==> src/rtl/evo_gpio_port_pkg.sv <==
// Shared constants for the CSR-mapped GPIO port.
// Register offsets, edge-mode encoding and CSR bus widths.
package evo_gpio_port_pkg;

    localparam int CSR_AWIDTH = 12;
    localparam int CSR_DWIDTH = 32;

    localparam int EVO_PORT_NUMREGS = 12;

    localparam logic [3:0] EVO_PORT_DIR_OFS    = 4'd0;
    localparam logic [3:0] EVO_PORT_DIRCLR_OFS = 4'd1;
    localparam logic [3:0] EVO_PORT_DIRSET_OFS = 4'd2;
    localparam logic [3:0] EVO_PORT_DIRTGL_OFS = 4'd3;
    localparam logic [3:0] EVO_PORT_OUT_OFS    = 4'd4;
    localparam logic [3:0] EVO_PORT_OUTCLR_OFS = 4'd5;
    localparam logic [3:0] EVO_PORT_OUTSET_OFS = 4'd6;
    localparam logic [3:0] EVO_PORT_OUTTGL_OFS = 4'd7;
    localparam logic [3:0] EVO_PORT_IN_OFS     = 4'd8;
    localparam logic [3:0] EVO_PORT_CTRL_OFS   = 4'd9;
    localparam logic [3:0] EVO_PORT_PCMSK_OFS  = 4'd10;
    localparam logic [3:0] EVO_PORT_PCIFR_OFS  = 4'd11;

    typedef enum logic [1:0] {
        EDGE_ANY,
        EDGE_RISE,
        EDGE_FALL,
        EDGE_OFF
    } evo_port_edge_t;

endpackage

==> src/rtl/evo_gpio_port_if.sv <==
// CSR bus bundle for the GPIO port.
// Master drives address/strobes, slave returns registered read data.
interface evo_gpio_port_if;
    import evo_gpio_port_pkg::*;

    logic [CSR_AWIDTH-1:0] csr_address;
    logic                  csr_write;
    logic                  csr_read;
    logic [CSR_DWIDTH-1:0] csr_writedata;
    logic [CSR_DWIDTH-1:0] csr_readdata;
    logic                  csr_readdatavalid;

    modport master (
        output csr_address, csr_write, csr_read, csr_writedata,
        input  csr_readdata, csr_readdatavalid
    );

    modport slave (
        input  csr_address, csr_write, csr_read, csr_writedata,
        output csr_readdata, csr_readdatavalid
    );

endinterface

==> src/rtl/evo_gpio_port_insync.sv <==
// Pad input synchroniser, optional glitch filter and edge detector.
// Glitch filter enabled by defining EVO_PORT_GLITCH_FILTER_EN.
module evo_gpio_port_insync #(
    parameter int DWIDTH = 32
) (
    input  logic              clk,
    input  logic              rstn,
    input  logic [DWIDTH-1:0] i_pad,
    output logic [DWIDTH-1:0] o_level,
    output logic [DWIDTH-1:0] o_rise,
    output logic [DWIDTH-1:0] o_fall
);

    logic [DWIDTH-1:0] r_sync1;
    logic [DWIDTH-1:0] r_sync2;
    logic [DWIDTH-1:0] r_prev;
    logic [DWIDTH-1:0] w_level;

    always_ff @(posedge clk or negedge rstn) begin
        if (!rstn) begin
            r_sync1 <= '0;
            r_sync2 <= '0;
        end else begin
            r_sync1 <= i_pad;
            r_sync2 <= r_sync1;
        end
    end

`ifdef EVO_PORT_GLITCH_FILTER_EN
    logic [DWIDTH-1:0] r_filt;
    logic [1:0]        r_cnt [DWIDTH];

    // Follow sync only after three consecutive differing samples.
    always_ff @(posedge clk or negedge rstn) begin
        if (!rstn) begin
            r_filt <= '0;
            for (int i = 0; i < DWIDTH; i++) r_cnt[i] <= 2'd0;
        end else begin
            for (int i = 0; i < DWIDTH; i++) begin
                if (r_sync2[i] == r_filt[i]) begin
                    r_cnt[i] <= 2'd0;
                end else if (r_cnt[i] == 2'd2) begin
                    r_filt[i] <= r_sync2[i];
                    r_cnt[i]  <= 2'd0;
                end else begin
                    r_cnt[i] <= r_cnt[i] + 2'd1;
                end
            end
        end
    end

    assign w_level = r_filt;
`else
    assign w_level = r_sync2;
`endif

    always_ff @(posedge clk or negedge rstn) begin
        if (!rstn) r_prev <= '0;
        else       r_prev <= w_level;
    end

    assign o_level = w_level;
    assign o_rise  = w_level & ~r_prev;
    assign o_fall  = ~w_level & r_prev;

endmodule

==> src/rtl/evo_gpio_port.sv <==
// CSR-mapped GPIO port: DIR/OUT with CLR/SET/TGL aliases, IN, pin-change IRQ.
// Optional input glitch filter: define EVO_PORT_GLITCH_FILTER_EN.
module evo_gpio_port
    import evo_gpio_port_pkg::*;
#(
    parameter int                    DWIDTH        = 32,
    parameter logic [31:0]           PADMASK       = 32'hFFFFFFFF,
    parameter logic [CSR_AWIDTH-1:0] BASE_ADDR     = '0,
    parameter logic [31:0]           DIR_RST_VAL   = 32'h0,
    parameter logic [31:0]           OUT_RST_VAL   = 32'h0,
    parameter logic [31:0]           PCMSK_RST_VAL = 32'h0,
    parameter logic [31:0]           CTRL_RST_VAL  = 32'h0
) (
    input  logic              clk,
    input  logic              rstn,
    evo_gpio_port_if.slave    csr,
    input  logic [DWIDTH-1:0] pad_in,
    output logic [DWIDTH-1:0] pad_out,
    output logic [DWIDTH-1:0] pad_oe,
    output logic              pcint_irq
);

    localparam logic [DWIDTH-1:0] MASK = PADMASK[DWIDTH-1:0];

    logic [DWIDTH-1:0]     r_dir;
    logic [DWIDTH-1:0]     r_out;
    logic [DWIDTH-1:0]     r_pcmsk;
    logic [DWIDTH-1:0]     r_pcifr;
    evo_port_edge_t        r_ctrl;
    logic                  r_irq;
    logic                  r_rvalid;
    logic [CSR_DWIDTH-1:0] r_rdata;

    logic [CSR_AWIDTH-1:0] w_ofs;
    logic                  w_hit;
    logic [3:0]            w_idx;
    logic                  w_wr;
    logic                  w_rd;
    logic [DWIDTH-1:0]     w_d;
    logic [DWIDTH-1:0]     w_level;
    logic [DWIDTH-1:0]     w_rise;
    logic [DWIDTH-1:0]     w_fall;
    logic [DWIDTH-1:0]     w_evt;
    logic [DWIDTH-1:0]     w_w1c;
    logic [DWIDTH-1:0]     w_rval;

    evo_gpio_port_insync #(.DWIDTH(DWIDTH)) u_insync (
        .clk     (clk),
        .rstn    (rstn),
        .i_pad   (pad_in),
        .o_level (w_level),
        .o_rise  (w_rise),
        .o_fall  (w_fall)
    );

    // Modular subtract: addresses below BASE_ADDR wrap high and miss.
    assign w_ofs = csr.csr_address - BASE_ADDR;
    assign w_hit = w_ofs < CSR_AWIDTH'(EVO_PORT_NUMREGS);
    assign w_idx = w_ofs[3:0];
    assign w_wr  = csr.csr_write & w_hit;
    assign w_rd  = csr.csr_read & w_hit;
    assign w_d   = csr.csr_writedata[DWIDTH-1:0] & MASK;

    function automatic logic [DWIDTH-1:0] f_alias(
        input logic [DWIDTH-1:0] cur,
        input logic [DWIDTH-1:0] d,
        input logic [1:0]        op
    );
        logic [DWIDTH-1:0] res;
        unique case (op)
            2'd0:    res = d;
            2'd1:    res = cur & ~d;
            2'd2:    res = cur | d;
            default: res = cur ^ d;
        endcase
        return res & MASK;
    endfunction

    always_comb begin
        w_evt = '0;
        unique case (r_ctrl)
            EDGE_ANY:  w_evt = w_rise | w_fall;
            EDGE_RISE: w_evt = w_rise;
            EDGE_FALL: w_evt = w_fall;
            default:   w_evt = '0;
        endcase
        w_evt = w_evt & r_pcmsk & MASK;
    end

    assign w_w1c = (w_wr && w_idx == EVO_PORT_PCIFR_OFS) ? w_d : '0;

    always_comb begin
        w_rval = '0;
        case (w_idx)
            EVO_PORT_DIR_OFS, EVO_PORT_DIRCLR_OFS,
            EVO_PORT_DIRSET_OFS, EVO_PORT_DIRTGL_OFS: w_rval = r_dir;
            EVO_PORT_OUT_OFS, EVO_PORT_OUTCLR_OFS,
            EVO_PORT_OUTSET_OFS, EVO_PORT_OUTTGL_OFS: w_rval = r_out;
            EVO_PORT_IN_OFS:    w_rval = w_level & MASK;
            EVO_PORT_CTRL_OFS:  w_rval = DWIDTH'(r_ctrl);
            EVO_PORT_PCMSK_OFS: w_rval = r_pcmsk;
            EVO_PORT_PCIFR_OFS: w_rval = r_pcifr;
            default:            w_rval = '0;
        endcase
    end

    always_ff @(posedge clk or negedge rstn) begin
        if (!rstn) begin
            r_dir    <= DIR_RST_VAL[DWIDTH-1:0] & MASK;
            r_out    <= OUT_RST_VAL[DWIDTH-1:0] & MASK;
            r_pcmsk  <= PCMSK_RST_VAL[DWIDTH-1:0] & MASK;
            r_ctrl   <= evo_port_edge_t'(CTRL_RST_VAL[1:0]);
            r_pcifr  <= '0;
            r_irq    <= 1'b0;
            r_rvalid <= 1'b0;
            r_rdata  <= '0;
        end else begin
            if (w_wr && w_idx[3:2] == 2'b00)
                r_dir <= f_alias(r_dir, w_d, w_idx[1:0]);
            if (w_wr && w_idx[3:2] == 2'b01)
                r_out <= f_alias(r_out, w_d, w_idx[1:0]);
            if (w_wr && w_idx == EVO_PORT_CTRL_OFS)
                r_ctrl <= evo_port_edge_t'(csr.csr_writedata[1:0]);
            if (w_wr && w_idx == EVO_PORT_PCMSK_OFS)
                r_pcmsk <= w_d;
            // New events override a same-cycle W1C.
            r_pcifr  <= (r_pcifr & ~w_w1c) | w_evt;
            r_irq    <= |r_pcifr;
            r_rvalid <= w_rd;
            r_rdata  <= w_rd ? CSR_DWIDTH'(w_rval) : '0;
        end
    end

    assign pad_out               = r_out;
    assign pad_oe                = r_dir;
    assign pcint_irq             = r_irq;
    assign csr.csr_readdata      = r_rdata;
    assign csr.csr_readdatavalid = r_rvalid;

endmodule

==> src/flat_wrapper.sv <==
// flat-port wrapper written by rule: the top's interface ports become plain ports
module evo_gpio_port_flat import evo_gpio_port_pkg::*;
#(
    parameter int                    DWIDTH        = 32,
    parameter logic [31:0]           PADMASK       = 32'hFFFFFFFF,
    parameter logic [CSR_AWIDTH-1:0] BASE_ADDR     = '0,
    parameter logic [31:0]           DIR_RST_VAL   = 32'h0,
    parameter logic [31:0]           OUT_RST_VAL   = 32'h0,
    parameter logic [31:0]           PCMSK_RST_VAL = 32'h0,
    parameter logic [31:0]           CTRL_RST_VAL  = 32'h0
)
  (clk, rstn, pad_in, pad_out, pad_oe, pcint_irq, csr_csr_address, csr_csr_write, csr_csr_read, csr_csr_writedata, csr_csr_readdata, csr_csr_readdatavalid);
  evo_gpio_port_if csr_i ();
  input  logic clk;
  input  logic rstn;
  input  logic [DWIDTH-1:0] pad_in;
  output logic [DWIDTH-1:0] pad_out;
  output logic [DWIDTH-1:0] pad_oe;
  output logic pcint_irq;
  input wire logic [$bits(csr_i.csr_address)-1:0] csr_csr_address;
  input wire logic [$bits(csr_i.csr_write)-1:0] csr_csr_write;
  input wire logic [$bits(csr_i.csr_read)-1:0] csr_csr_read;
  input wire logic [$bits(csr_i.csr_writedata)-1:0] csr_csr_writedata;
  output wire logic [$bits(csr_i.csr_readdata)-1:0] csr_csr_readdata;
  output wire logic [$bits(csr_i.csr_readdatavalid)-1:0] csr_csr_readdatavalid;
  assign csr_i.csr_address = csr_csr_address;
  assign csr_i.csr_write = csr_csr_write;
  assign csr_i.csr_read = csr_csr_read;
  assign csr_i.csr_writedata = csr_csr_writedata;
  assign csr_csr_readdata = csr_i.csr_readdata;
  assign csr_csr_readdatavalid = csr_i.csr_readdatavalid;
  evo_gpio_port #(.DWIDTH(DWIDTH), .PADMASK(PADMASK), .BASE_ADDR(BASE_ADDR), .DIR_RST_VAL(DIR_RST_VAL), .OUT_RST_VAL(OUT_RST_VAL), .PCMSK_RST_VAL(PCMSK_RST_VAL), .CTRL_RST_VAL(CTRL_RST_VAL)) u_core (.clk(clk), .rstn(rstn), .csr(csr_i), .pad_in(pad_in), .pad_out(pad_out), .pad_oe(pad_oe), .pcint_irq(pcint_irq));
endmodule
==> config.mk <==
export PLATFORM = sky130hd
export DESIGN_NAME = evo_gpio_port_flat
export DESIGN_NICKNAME = d
export VERILOG_FILES = /design/src/rtl/evo_gpio_port_pkg.sv /design/src/rtl/evo_gpio_port_if.sv /design/src/rtl/evo_gpio_port_insync.sv /design/src/rtl/evo_gpio_port.sv /design/src/flat_wrapper.sv
export SDC_FILE = /design/constraint.sdc
export NUM_CORES = 1
export LEC_CHECK = 0
export CORE_MARGIN = 5
export CORE_UTILIZATION = 40
export CTS_BUF_LIST = sky130_fd_sc_hd__clkbuf_16
export CTS_CLUSTER_DIAMETER = 120
export DETAILED_ROUTE_END_ITERATION = 7
export PLACE_DENSITY = 0.67
export SLEW_MARGIN = 20
export SYNTH_ARGS = -nofsm -noshare
export SYNTH_HDL_FRONTEND = slang
export SYNTH_SLANG_ARGS = --single-unit
==> constraint.sdc <==
create_clock -name clk -period 5 [get_ports clk]
set_clock_uncertainty 0.2 [all_clocks]
set_input_delay 0.5 -clock clk [delete_from_list [all_inputs] [get_ports clk]]
set_output_delay 0.5 -clock clk [all_outputs]
set_load 0.03 [all_outputs]
Run 1, metal 3:
Scale bar: 50 um.
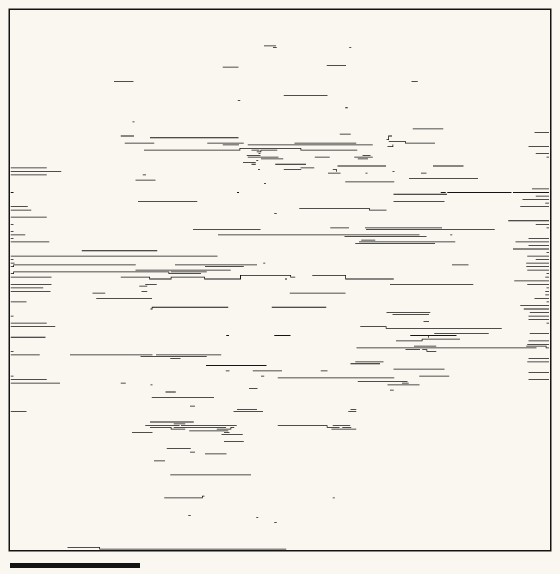
The wires run mostly horizontal. The longest straight run is 79.4 um.

Run 1, placement view:
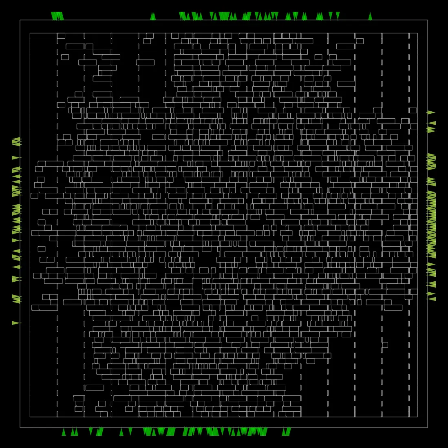
row count: 72
Util after Layout: 49.0%
n_taps: 518

Run 1, cell density map:
21 x 21 tiles, from black (low) to pale yellow (high), 0 to 100% covered.
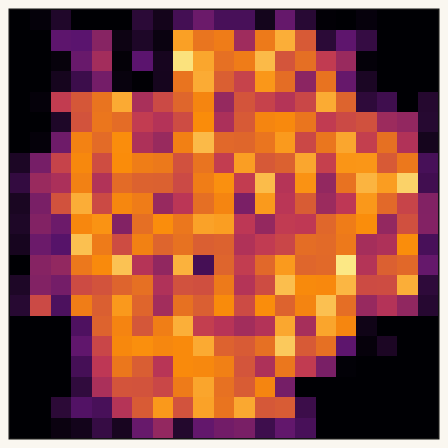
The mean over all tiles is 42%. The emptiest ninth of the die: lower right. 19% of the tiles are nearly empty. 12% of the tiles are over 75% full. The fullest tile reaches 95%.

==> ci_impl_report.md, run 1 <==
### Metrics collected by this job

| Metric | Value |
|---|---|
| Initial antenna violation count | `1` |
| CTS tree | `built` |
| Inserted Diodes | `0` |
| Most numerous logic cell after layout | `inv_1` |
| Logic cell area | `7750 um2` |
| Final period util | `55.6%` |
| Cell family with most CP delay | `simple AND/OR/NAND/NOR gates` |
| Int Pwr | `3.75 mW` |
| Root buf cell | `clkbuf_16` |
| Synthesis area per yosys | `15700 um2` |
| Slowest stage cell, crit path | `or4_2` |
| Synthesized area | `15700 um2` |
| Detailed-route DRC error count | `0` |
| Vias/cell | `5.47` |
| Top cell area share | `41.5%` |
| Seq pwr share | `43.9%` |
| Fraction of layout cells with a size suffix above 1 | `14.2%` |
| Switching share of power | `25.0%` |
| # IOs | `178` |
| Hpwl dp | `27800 um` |
| Worst slew margin | `22.7%` |
| Pin slew with the least headroom to its limit | `1160 ps` |
| CP Max Fanout | `32` |
| Final number of max-transition violations | `0` |
| Setup TNS | `0 ps` |
| Chip height | `208 um` |
| Synth Seq Share | `41.5%` |
| Syn_area_per_cell | `11.8 um2` |
| Routed vias | `11050` |
| Slowest Stage Delay on Critical Path | `1210 ps` |
| Post-synth regs | `260` |
| Fillcell total | `3482` |
| Clock share of power | `46.0%` |
| Register area | `6510 um2` |
| Dominant Register Cell | `dfrtp_1` |
| Chip area | `43300 um2` |
| Worst path cell trace | `clkdlybuf4s50_1, or4_2, o41ai_1, o221ai_1` |
| Hold Crit Class | `flip-flop to flip-flop` |
| Seq power | `2.20 mW` |
| TritonCTS Sinks | `260` |
| Max Freq | `360 MHz` |
| Clock buffer depth | `3` |
| Number of global-route vias before repair | `11835` |
| Max_cap viols | `0` |
| P_sw | `1.25 mW` |
| Leakage power total | `9.30 nW` |
| Setup ws final | `2220 ps` |
| Combinational Power Share | `10.1%` |
| GRT overflow | `0` |
| Gr usage total | `19.9%` |
| Final WL | `42900 um` |
| Biggest consumer | `the clock network` |
| Worst Path Buf+Inv | `1` |
| Yosys cell count | `1326` |
| Worst setup SP type | `primary input` |
| Post-synthesis cell count | `1326` |
| First-pass GRT wire length | `68700 um` |
| Combinational power | `0.508 mW` |
| Post-place setup slack | `1750 ps` |
| VDD IR max | `0.210 mV` |
| Share of async-settable or async-resettable flops after synthesis | `100%` |
| Top cells by count, synth | `inv_1 (291), dfrtp_1 (260), ha_1 (192)` |
| IO Port Bufs | `177` |
| Fin crit period | `2780 ps` |
| Status | `finished clean` |
| Post-CTS Resized | `0` |
| Worst-path clk slew | `60 ps` |
| WS Path Type | `primary input to flip-flop` |
| Cell Pwr Density | `264 nW/um2` |
| Final Setup Violations | `0` |
| Placer Congestion | `0.788` |
| Most numerous logic cells after layout | `inv_1 (298), dfrtp_1 (259), ha_1 (192)` |
| Tool warnings | `124` |
| Fp util | `40.5%` |
| CTS H-tree depth | `2` |
| Cell Type Count | `36` |
| Crit path DAT | `2960 ps` |
| TritonRoute pass-1 iters | `8` |
| Clk latency late pin | `530 ps` |
| Top cells by area | `dfrtp_1 (41%), ha_1 (15%), mux4_2 (9.2%)` |
| Largest net degree at the start of global routing | `101` |
| Die W | `208 um` |
| Antenna Nets Post-Route | `0` |
| Core Box Area | `38700 um2` |
| Flip-flops with a built-in enable | `0` |
| Most numerous cell in the Yosys netlist | `inv_1` |
| RSZ-0062 raised after global routing | `false` |
| Floorplan Nets | `1598` |
| Critical path endpoint category | `flip-flop` |
| Area growth syn-to-layout | `21.0%` |
| Final nets | `1752` |
| Post-synth top area cell | `dfrtp_1` |
| First DRT Iteration DRCs | `1020` |
| Clk. pwr | `2.30 mW` |
| Fin. Hold Viols | `0` |
| Required time of the critical path | `5180 ps` |
| YS warnings | `0` |
| Total CTS buffers | `34` |
| Avg WL per Cell | `21.2 um` |
-- run 1: per-layer routing --
metal | global-route usage (%) | wire [um] | part of all wire, %
met2 | 33.3 | 21200 | 49
met3 | 4.67 | 2930 | 6.8
met4 | 6.07 | 1090 | 2.5
met1 | 25.7 | 17700 | 41
met5 | 0 | 13 | 0.030
-- run 1: timing repair --
action / CTS / global route
endpoints found under the hold margin: 97 / 0
setup buffers: 0 / 0
hold buffers: 1 / 0
-- run 1: cell families (layout without fill, tap and decap cells) --
family / Yosys count / count (layout) / synth area share, %
simple gates: 139 / 139 / 5.87
fa+ha+maj: 192 / 192 / 15.3
flops: 260 / 260 / 41.5
compound gates: 192 / 192 / 11.3
mux: 172 / 172 / 16.6
buf+inv: 371 / 547 / 9.38
-- run 1: metrics by stage --
step / std cells / hold slack (ps) / total power, mW / instance area (um2)
global route: 2020 / 151 / 5.21 / 19000
finish: 2020 / 142 / 5.01 / 19000
global placement: 1961 / 135 / 2.72 / 17900
detailed placement: 1961 / 135 / 2.74 / 17900
CTS: 2020 / 144 / 5.08 / 19000
floorplan: 1326 / 4.41 / 2.51 / 15700
-- run 1: registers in the layout (all words and copies together) (netlist names) --
| signal | count |
|---|---|
| u_core.csr.csr_readdata | 32 |
| u_core.csr.csr_readdatavalid | 1 |
| u_core.pad_oe | 32 |
| u_core.pad_out | 32 |
| u_core.pcint_irq | 1 |
| u_core.r_ctrl | 2 |
| u_core.r_pcifr | 32 |
| u_core.r_pcmsk | 32 |
| u_core.u_insync.o_level | 32 |
| u_core.u_insync.r_prev | 32 |
| u_core.u_insync.r_sync1 | 32 |
-- run 1: worst paths after layout --
kind	startpoint	endpoint	slack (ps)	cells after the start
min in group asynchronous	rstn	u_core.u_insync.r_sync1[6]$_DFF_PN0_	400	2
worst max-delay path	csr_csr_address[6]	u_core.r_pcifr[0]$_DFF_PN0_	2220	4
worst max register to register	u_core.r_ctrl[1]$_DFFE_PN0P_	u_core.r_pcifr[11]$_DFF_PN0_	3020	3
worst min-delay path	u_core.u_insync.r_sync1[25]$_DFF_PN0_	u_core.u_insync.o_level[25]$_DFF_PN0_	140	0
max in group asynchronous	rstn	u_core.pad_oe[21]$_DFFE_PN0P_	3110	3
worst min register to register	u_core.u_insync.r_sync1[25]$_DFF_PN0_	u_core.u_insync.o_level[25]$_DFF_PN0_	140	0
-- run 1: worst register-to-register path: cells and delay by family (launching register included) --
family           cells  cell delay (ps)
flip-flops           1              420
AND-OR/OR-AND        2              420
AND/OR/NAND/NOR      1              850
-- run 1: area by class of cell --
| type | instances | share of cell area [%] |
|---|---|---|
| clock buffers | 37 | 4.88 |
| clock inverters | 21 | 0.607 |
| inverters | 291 | 5.76 |
| multi-input cells | 695 | 40.9 |
| flip-flops and latches | 260 | 34.3 |
| well taps | 518 | 3.42 |
| repair buffers | 198 | 10.2 |
--- run 2 (diff from run 1) ---
==> constraint.sdc (replaced) <==
create_clock -name clk -period 2.59 [get_ports clk]
set_clock_uncertainty 0.2 [all_clocks]
set_input_delay 0.259 -clock clk [delete_from_list [all_inputs] [get_ports clk]]
set_output_delay 0.259 -clock clk [all_outputs]
set_load 0.03 [all_outputs]
==> ci_impl_report.md, run 2 <==
### Metrics collected by this job

| Metric | Value |
|---|---|
| Status | `finished clean` |
| Setup TNS | `0 ps (unchanged)` |
| VDD IR max | `0.481 mV (+130%)` |
| Fin crit period | `2240 ps` |
| Top cells by area | `dfrtp_1 (41%), ha_1 (15%), mux4_2 (9.2%)` |
| Hold slack | `9.74 ps (-133 ps)` |
| Combinational Power Share | `11.2% (+1.1 points)` |
| Cell family with most CP delay | `buffers and inverters` |
| Post-synth regs | `260 (unchanged)` |
| Setup ws final | `351 ps (-1870 ps)` |
| Hpwl dp | `29300 um (+5.7%)` |
| Detailed-route DRC error count | `0 (unchanged)` |
| Clock share of power | `44.8% (-1.2 points)` |
| Worst path cell trace | `clkdlybuf4s50_1` |
| Synthesis area per yosys | `15700 um2 (unchanged)` |
| # IOs | `178 (unchanged)` |
| Avg WL per Cell | `20.7 um (-2.4%)` |
| Crit path DAT | `1780 ps (-1180 ps)` |
| R2R setup slack | `530 ps (-2490 ps)` |
| Most numerous logic cell after layout | `inv_1` |
| Worst setup SP type | `flip-flop` |
| TritonRoute pass-1 iters | `8 (unchanged)` |
| Top cell area share | `41.5% (unchanged)` |
| Dominant Register Cell | `dfrtp_1` |
| Synth Seq Share | `41.5% (unchanged)` |
| CTS tree | `built` |
| Seq pwr share | `44.0% (about the same)` |
| Register area | `6510 um2 (unchanged)` |
| Initial antenna violation count | `2 (+1)` |
| IO Port Bufs | `177 (unchanged)` |
| GRT overflow | `0 (unchanged)` |
| Total CTS buffers | `31 (-8.8%)` |
| Final number of max-transition violations | `0 (unchanged)` |
| Number of global-route vias before repair | `12122 (+2.4%)` |
| Post-synthesis cell count | `1326 (unchanged)` |
| Slowest Stage Delay on Critical Path | `780 ps (-430 ps)` |
| Final nets | `1820 (+3.9%)` |
| Share of async-settable or async-resettable flops after synthesis | `100% (unchanged)` |
| P_sw | `2.40 mW (+91%)` |
| Worst-path clk slew | `50 ps (about the same)` |
| WS Path Type | `flip-flop to primary output` |
| Worst R2R End | `u_core.pcint_irq$_DFF_PN0_` |
| Tool warnings | `122 (-1.6%)` |
| Post-place setup slack | `37.8 ps (-1710 ps)` |
| Worst Path Buf+Inv | `1 (unchanged)` |
| Syn_area_per_cell | `11.8 um2 (unchanged)` |
| Inserted Diodes | `0 (unchanged)` |
| Most numerous cell in the Yosys netlist | `inv_1` |
| Most numerous logic cells after layout | `inv_1 (298), dfrtp_1 (259), ha_1 (192)` |
| Top cells by count, synth | `inv_1 (291), dfrtp_1 (260), ha_1 (192)` |
| Antenna Nets Post-Route | `0 (unchanged)` |
| Required time of the critical path | `2130 ps (-3050 ps)` |
| Int Pwr | `7.23 mW (+93%)` |
| RSZ-0062 raised after global routing | `false` |
| Cell Type Count | `36 (unchanged)` |
| Die W | `208 um (unchanged)` |
| Final Setup Violations | `0 (unchanged)` |
| CP Max Fanout | `5 (-84%)` |
| Max Freq | `447 MHz` |
| Final Cell Area | `19700 um2 (+3.8%)` |
| Logic cell area | `7750 um2 (unchanged)` |
| Fraction of layout cells with a size suffix above 1 | `16.2% (+2.1 points)` |
| Gr usage total | `19.8% (about the same)` |
| First-pass GRT wire length | `69300 um (+0.89%)` |
| Critical R2R Launch | `u_core.r_pcifr[13]$_DFF_PN0_` |
| Largest net degree at the start of global routing | `67 (-34%)` |
| Placer Congestion | `0.802 (+1.8%)` |
| Hold Crit Class | `primary input to asynchronous set/reset pin` |
| Post-CTS Resized | `0 (unchanged)` |
| Vias/cell | `5.41 (-1.0%)` |
| Post-synth top area cell | `dfrtp_1` |
| Clk latency late pin | `580 ps (+50 ps)` |
| Area growth syn-to-layout | `25.7%` |
| Pin slew with the least headroom to its limit | `1010 ps (-145 ps)` |
| Row count | `72 (unchanged)` |
| Reg2Reg Depth | `3 (unchanged)` |
==> run 2: power groups by stage <==
stage | combinational [mW] | sequential [mW] | clock (mW)
after global routing | 1.20 | 4.24 | 4.58
after global placement | 1.01 | 4.30 | 0
after detailed placement | 1.05 | 4.31 | 0
final | 1.08 | 4.23 | 4.31
after floorplan | 0.540 | 4.30 | 0
after CTS | 1.10 | 4.23 | 4.43
==> run 2: metal layers <==
metal / part of all wire [%] / vias to the layer above / GRT usage, %
li1: - / 5089 / -
met1: 42 / 5813 / 26.1
met2: 49 / 327 / 33.4
met3: 6.3 / 78 / 3.74
met4: 2.7 / 4 / 6.46
met5: 0.053 / - / 0
==> run 2: repair_timing <==
action,CTS,global route
endpoints found under the setup margin,0,0
hold buffers,31,0
endpoints found under the hold margin,269,0
==> run 2: cell type report <==
cell class	instances	area share [%]
clock buffer	31	3.94
clock inverter	25	1.12
inverter	291	5.54
multi-input combinational	695	39.4
sequential	260	33.0
tap	518	3.29
timing repair buffer	269	13.7
==> run 2: how the worst max path moves through the flow <==
stage                     cells past startpoint  slack (ps)                           start                            end
after detailed placement                      5          40             csr_csr_address[11]   u_core.r_pcifr[31]$_DFF_PN0_
after global placement                        5          60              csr_csr_address[6]   u_core.r_pcifr[31]$_DFF_PN0_
after floorplan                               4         670   u_core.pad_oe[11]$_DFFE_PN0P_  u_core.pad_oe[11]$_DFFE_PN0P_
final                                         1         350    u_core.pad_oe[0]$_DFFE_PN0P_                      pad_oe[0]
after CTS                                     1         320  u_core.pad_out[31]$_DFFE_PN0P_                    pad_out[31]
after global routing                          1         260   u_core.pad_oe[14]$_DFFE_PN0P_                     pad_oe[14]
==> run 2: cells by family (layout without fill, tap and decap cells) <==
kind of cell             after synthesis  after routing  share of synthesized area [%]
AND-OR/OR-AND                        192            192                           11.3
AND/OR/NAND/NOR                      139            139                           5.87
flip-flops                           260            260                           41.5
buffers and inverters                371            616                           9.38
multiplexers                         172            172                           16.6
adder cells (fa/ha/maj)              192            192                           15.3
==> run 2: per-stage QoR <==
stage          power, mW  cells
2_1_floorplan       4.84   1326
3_3_place_gp        5.31   2002
4_1_cts             9.76   2089
6_report            9.63   2089
5_1_grt             10.0   2089
3_5_place_dp        5.36   2002
Run 2, cell density map:
21 x 21 tiles, from black (low) to pale yellow (high), 0 to 100% covered.
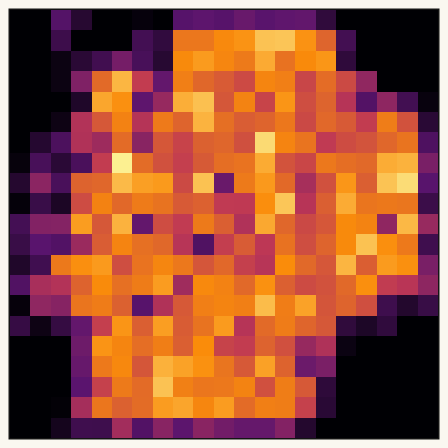
The fullest tile reaches 97%. 13% of the tiles are over 75% full. The emptiest ninth of the die: lower right.

Run 2, metal 3:
Scale bar: 50 um.
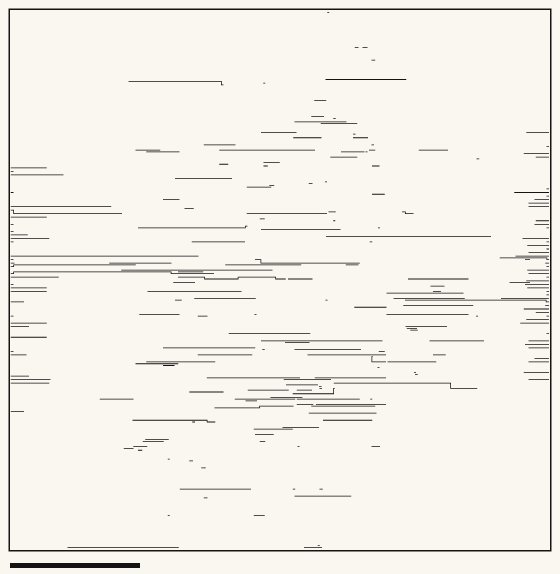
The layer carries 2750 um of wire. The longest straight run is 72.0 um. The wires run mostly horizontal. 147 nets have wire on it.

Run 2, placement view:
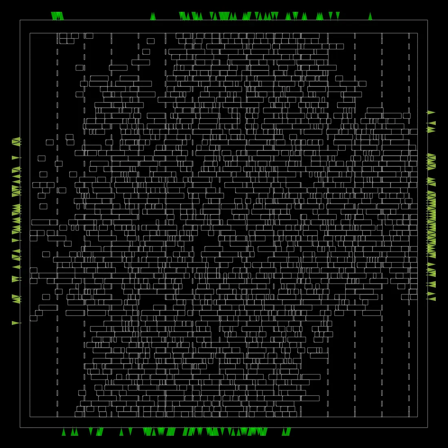
Util after Layout: 50.9%
Seq cells: 260
fillcell total: 3386

--- run 3 (diff from run 2) ---
--- a/config.mk
+++ b/config.mk
@@ -7,7 +7,7 @@
 export LEC_CHECK = 0
 export CORE_MARGIN = 5
 export CORE_UTILIZATION = 40
-export CTS_BUF_LIST = sky130_fd_sc_hd__clkbuf_16
+export CTS_BUF_LIST = sky130_fd_sc_hd__clkbuf_4
 export CTS_CLUSTER_DIAMETER = 120
 export DETAILED_ROUTE_END_ITERATION = 7
 export PLACE_DENSITY = 0.67
==> ci_impl_report.md, run 3 <==
### Metrics collected by this job

| Metric | Value |
|---|---|
| Routed vias | `11649` |
| CTS H-tree depth | `3` |
| Fin. Hold Viols | `0` |
| CP Max Fanout | `5 (unchanged)` |
| Placed cell count | `2002 (unchanged)` |
| Required time of the critical path | `2130 ps (about the same)` |
| Avg WL per Cell | `20.2 um (-2.3%)` |
| Crit path DAT | `1970 ps (+190 ps)` |
| Setup TNS | `0 ps (unchanged)` |
| Register area | `6510 um2 (unchanged)` |
| Dominant Register Cell | `dfrtp_1` |
| P_sw | `2.42 mW (+0.95%)` |
| Int Pwr | `6.62 mW (-8.4%)` |
| Yosys adder share | `15.3% (unchanged)` |
| TritonCTS Sinks | `260` |
| Cell Pwr Density | `458 nW/um2` |
| Combinational Power Share | `12.2% (+1.0 points)` |
| Floorplan Nets | `1598` |
| Fp util | `40.5%` |
| Pin slew with the least headroom to its limit | `1010 ps (-2.84 ps)` |
| YS warnings | `0` |
| First-pass GRT wire length | `70400 um (+1.5%)` |
| Logic cell area | `7750 um2 (unchanged)` |
| Antenna Nets Post-Route | `0 (unchanged)` |
| Worst Path Buf+Inv | `1 (unchanged)` |
| Synthesized area | `15700 um2` |
| Die W | `208 um (unchanged)` |
| Final number of max-transition violations | `0 (unchanged)` |
| Worst path depth | `1 (unchanged)` |
| VDD IR max | `0.231 mV (-52%)` |
| Fin crit period | `2430 ps (+186 ps)` |
| Most numerous cell in the Yosys netlist | `inv_1` |
| Total CTS buffers | `75 (+140%)` |
| Status | `finished clean` |
| Worst slew margin | `32.4%` |
| Clock share of power | `41.0% (-3.8 points)` |
| Worst setup SP type | `flip-flop` |
| Top non-seq family | `multiplexers` |
| Final WL | `44000 um` |
| Final nets | `1880 (+3.3%)` |
| Fillcell total | `3429 (+1.3%)` |
| Largest net degree at the start of global routing | `67 (unchanged)` |
| XOR Share, Synth | `0% (unchanged)` |
| Slowest stage cell, crit path | `clkdlybuf4s50_1` |
| Leakage power total | `9.76 nW` |
| # IOs | `178 (unchanged)` |
| Critical path endpoint | `pad_out[14]` |
| Hold Buf Count CTS | `47 (+52%)` |
| Chip area | `43300 um2` |
| Fraction of layout cells with a size suffix above 1 | `19.5% (+3.3 points)` |
| Final Setup Violations | `0 (unchanged)` |
| Share of async-settable or async-resettable flops after synthesis | `100% (unchanged)` |
| Gr usage total | `20.3% (+0.47 points)` |
| WS Path Type | `flip-flop to primary output` |
| Root buf cell | `clkbuf_4` |
| Hold Crit Class | `primary input to flip-flop` |
| Critical path startpoint | `u_core.pad_out[14]$_DFFE_PN0P_` |
| IO Port Bufs | `177 (unchanged)` |
| Top cells by area | `dfrtp_1 (41%), ha_1 (15%), mux4_2 (9.2%)` |
| Initial antenna violation count | `3 (+1)` |
| Most numerous logic cell after layout | `inv_1` |
| Max Freq | `412 MHz (-7.7%)` |
| Post-synthesis cell count | `1326 (unchanged)` |
| TritonRoute pass-1 iters | `7 (-1)` |
| Mux frac, synth | `16.6% (unchanged)` |
| Vias/cell | `5.37 (-0.90%)` |
| R2R setup slack | `540 ps (about the same)` |
| Critical R2R Launch | `u_core.r_pcifr[13]$_DFF_PN0_` |
| Post-synth top area cell | `dfrtp_1` |
| Final period util | `93.6%` |
| Post-CTS Resized | `0 (unchanged)` |
| Aoi share | `11.3% (unchanged)` |
| Yosys simple share | `5.87% (unchanged)` |
| Postcts setup bufs | `0` |
| Post-synth regs | `260 (unchanged)` |
| Synth Seq Share | `41.5% (unchanged)` |
| RSZ-0062 raised after global routing | `false` |
| Yosys cell count | `1326` |
| Most numerous logic cells after layout | `inv_1 (290), dfrtp_1 (259), ha_1 (192)` |
| Cell Type Count | `36 (unchanged)` |
| Number of global-route vias before repair | `12557 (+3.6%)` |
| Chip height | `208 um` |
| Clk latency late pin | `730 ps (+150 ps)` |
| Final Power | `9.05 mW (-6.0%)` |
| Tool warnings | `122 (unchanged)` |
| Synthesis area per yosys | `15700 um2 (unchanged)` |
| First DRT Iteration DRCs | `758` |
| Worst-path clk slew | `70 ps (+20 ps)` |
| Seq pwr share | `46.8% (+2.8 points)` |
| Critical path endpoint category | `primary output` |
| Worst R2R End | `u_core.pcint_irq$_DFF_PN0_` |
| CTS tree | `built` |
| Syn_area_per_cell | `11.8 um2 (unchanged)` |
| Top cell area share | `41.5% (unchanged)` |
| Detailed-route DRC error count | `0 (unchanged)` |
| GRT overflow | `0 (unchanged)` |
| Slowest Stage Delay on Critical Path | `800 ps (+20 ps)` |
| Max_cap viols | `0` |
| Hpwl dp | `29300 um (unchanged)` |
| Reg2Reg Depth | `3 (unchanged)` |
| Placer Congestion | `0.802 (unchanged)` |
| Flip-flops with a built-in enable | `0` |
| Area growth syn-to-layout | `26.0%` |
| Row count | `72 (unchanged)` |
| Switching share of power | `26.8%` |
| Worst path cell trace | `clkdlybuf4s50_1` |
| Top cells by count, synth | `inv_1 (291), dfrtp_1 (260), ha_1 (192)` |
| Cell family with most CP delay | `buffers and inverters` |
| Clock buffer depth | `3` |
==> run 3: cell count changes in the layout (fill, tap and decap cells not counted), sizes merged <==
cell / change
inv: -7
buf: +1
clkbuf: +73
diode: +2
clkinv: +3
dlygate4sd3: +15
clkinvlp: -2
bufinv: -3
==> run 3: kinds of logic (layout without fill, tap and decap cells) <==
group	count (synthesis)	after routing
AOI/OAI and AO/OA	192	192
adders and majority gates	192	192
buffers and inverters	371	696
DFF	260	260
muxes	172	172
other	0	2
and+or+nand+nor	139	139
==> run 3: area by class of cell <==
cell class	count	share of cell area, %
multi-input cells	695	39.2
flip-flops and latches	260	32.9
repair buffers	285	14.6
inverters	291	5.53
clock buffers	104	3.95
well taps	518	3.28
clock inverters	16	0.462
diodes	2	0.0253
==> run 3: power groups by stage <==
stage | Clock [mW] | Combinational [mW] | Sequential, mW
floorplan | 0 | 0.540 | 4.30
global placement | 0 | 1.01 | 4.30
detailed placement | 0 | 1.05 | 4.31
CTS | 3.86 | 1.12 | 4.23
global route | 4.07 | 1.22 | 4.24
finish | 3.71 | 1.11 | 4.23
==> run 3: worst min-delay path by stage <==
stage	to	slack (ps)	start	depth (start not counted)
3_3_place_gp	u_core.r_pcmsk[6]$_DFFE_PN0P_	30	rstn	1
6_report	u_core.r_pcmsk[1]$_DFFE_PN0P_	70	csr_csr_writedata[1]	3
5_1_grt	u_core.r_pcifr[14]$_DFF_PN0_	50	csr_csr_writedata[14]	2
4_1_cts	u_core.r_pcifr[14]$_DFF_PN0_	3	csr_csr_writedata[14]	2
2_1_floorplan	u_core.csr.csr_readdata[0]$_DFF_PN0_	-240	rstn	0
3_5_place_dp	u_core.r_pcmsk[6]$_DFFE_PN0P_	30	rstn	1
==> run 3: routing by layer <==
metal,vias up,track usage [%],wire length [um]
met2,412,33.2,21300
met5,-,0,14
li1,5256,-,-
met4,2,8.31,1310
met3,94,5.00,3080
met1,5885,26.0,18300
==> run 3: through the flow <==
| stage | utilization [%] | area [um2] | setup WS [ps] | hold slack (ps) |
|---|---|---|---|---|
| final | 51.0 | 19800 | 165 | 73.2 |
| after global routing | 51.0 | 19800 | 44.3 | 48.9 |
| after CTS | 51.0 | 19800 | 95.2 | 3.22 |
| after detailed placement | 47.5 | 18400 | 37.8 | 30.7 |
| after global placement | 47.5 | 18400 | 63.2 | 31.1 |
| after floorplan | - | 15700 | 673 | -237 |
==> run 3: worst min-delay path, cell delays in order <==
cell and delay [ps]:
clkdlybuf4s50_1 420, inv_1 160, mux2i_1 90
Run 3, cell density map:
21 x 21 tiles, from black (low) to pale yellow (high), 0 to 100% covered.
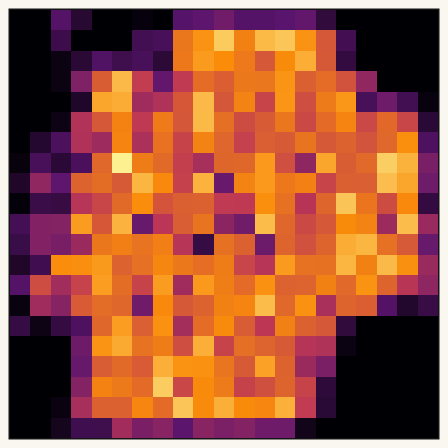
14% of the tiles are over 75% full. 18% of the tiles are nearly empty. The mean over all tiles is 44%. The fullest tile reaches 97%.

Run 3, placement view:
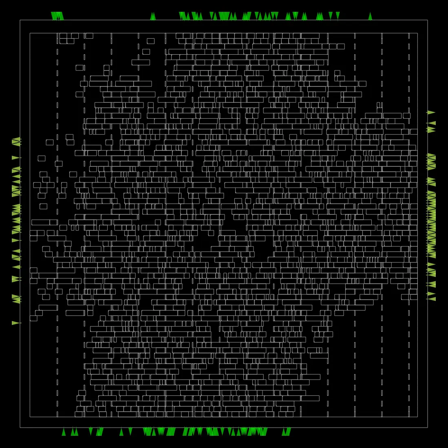
Util after Layout: 51.0%
sequential share of cell area: 32.9%
Core Box Area: 38700 um2
Layout Cells excl Fill: 2171

Run 3, metal 3:
Scale bar: 50 um.
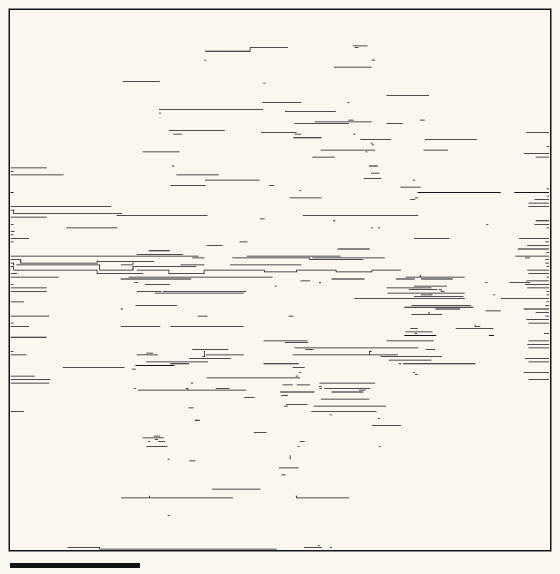
The longest straight run is 72.0 um. The layer holds 7.0% of the routed length. The wires run mostly horizontal. 169 nets have wire on it.

Power is estimated from default activity; no workload was simulated.
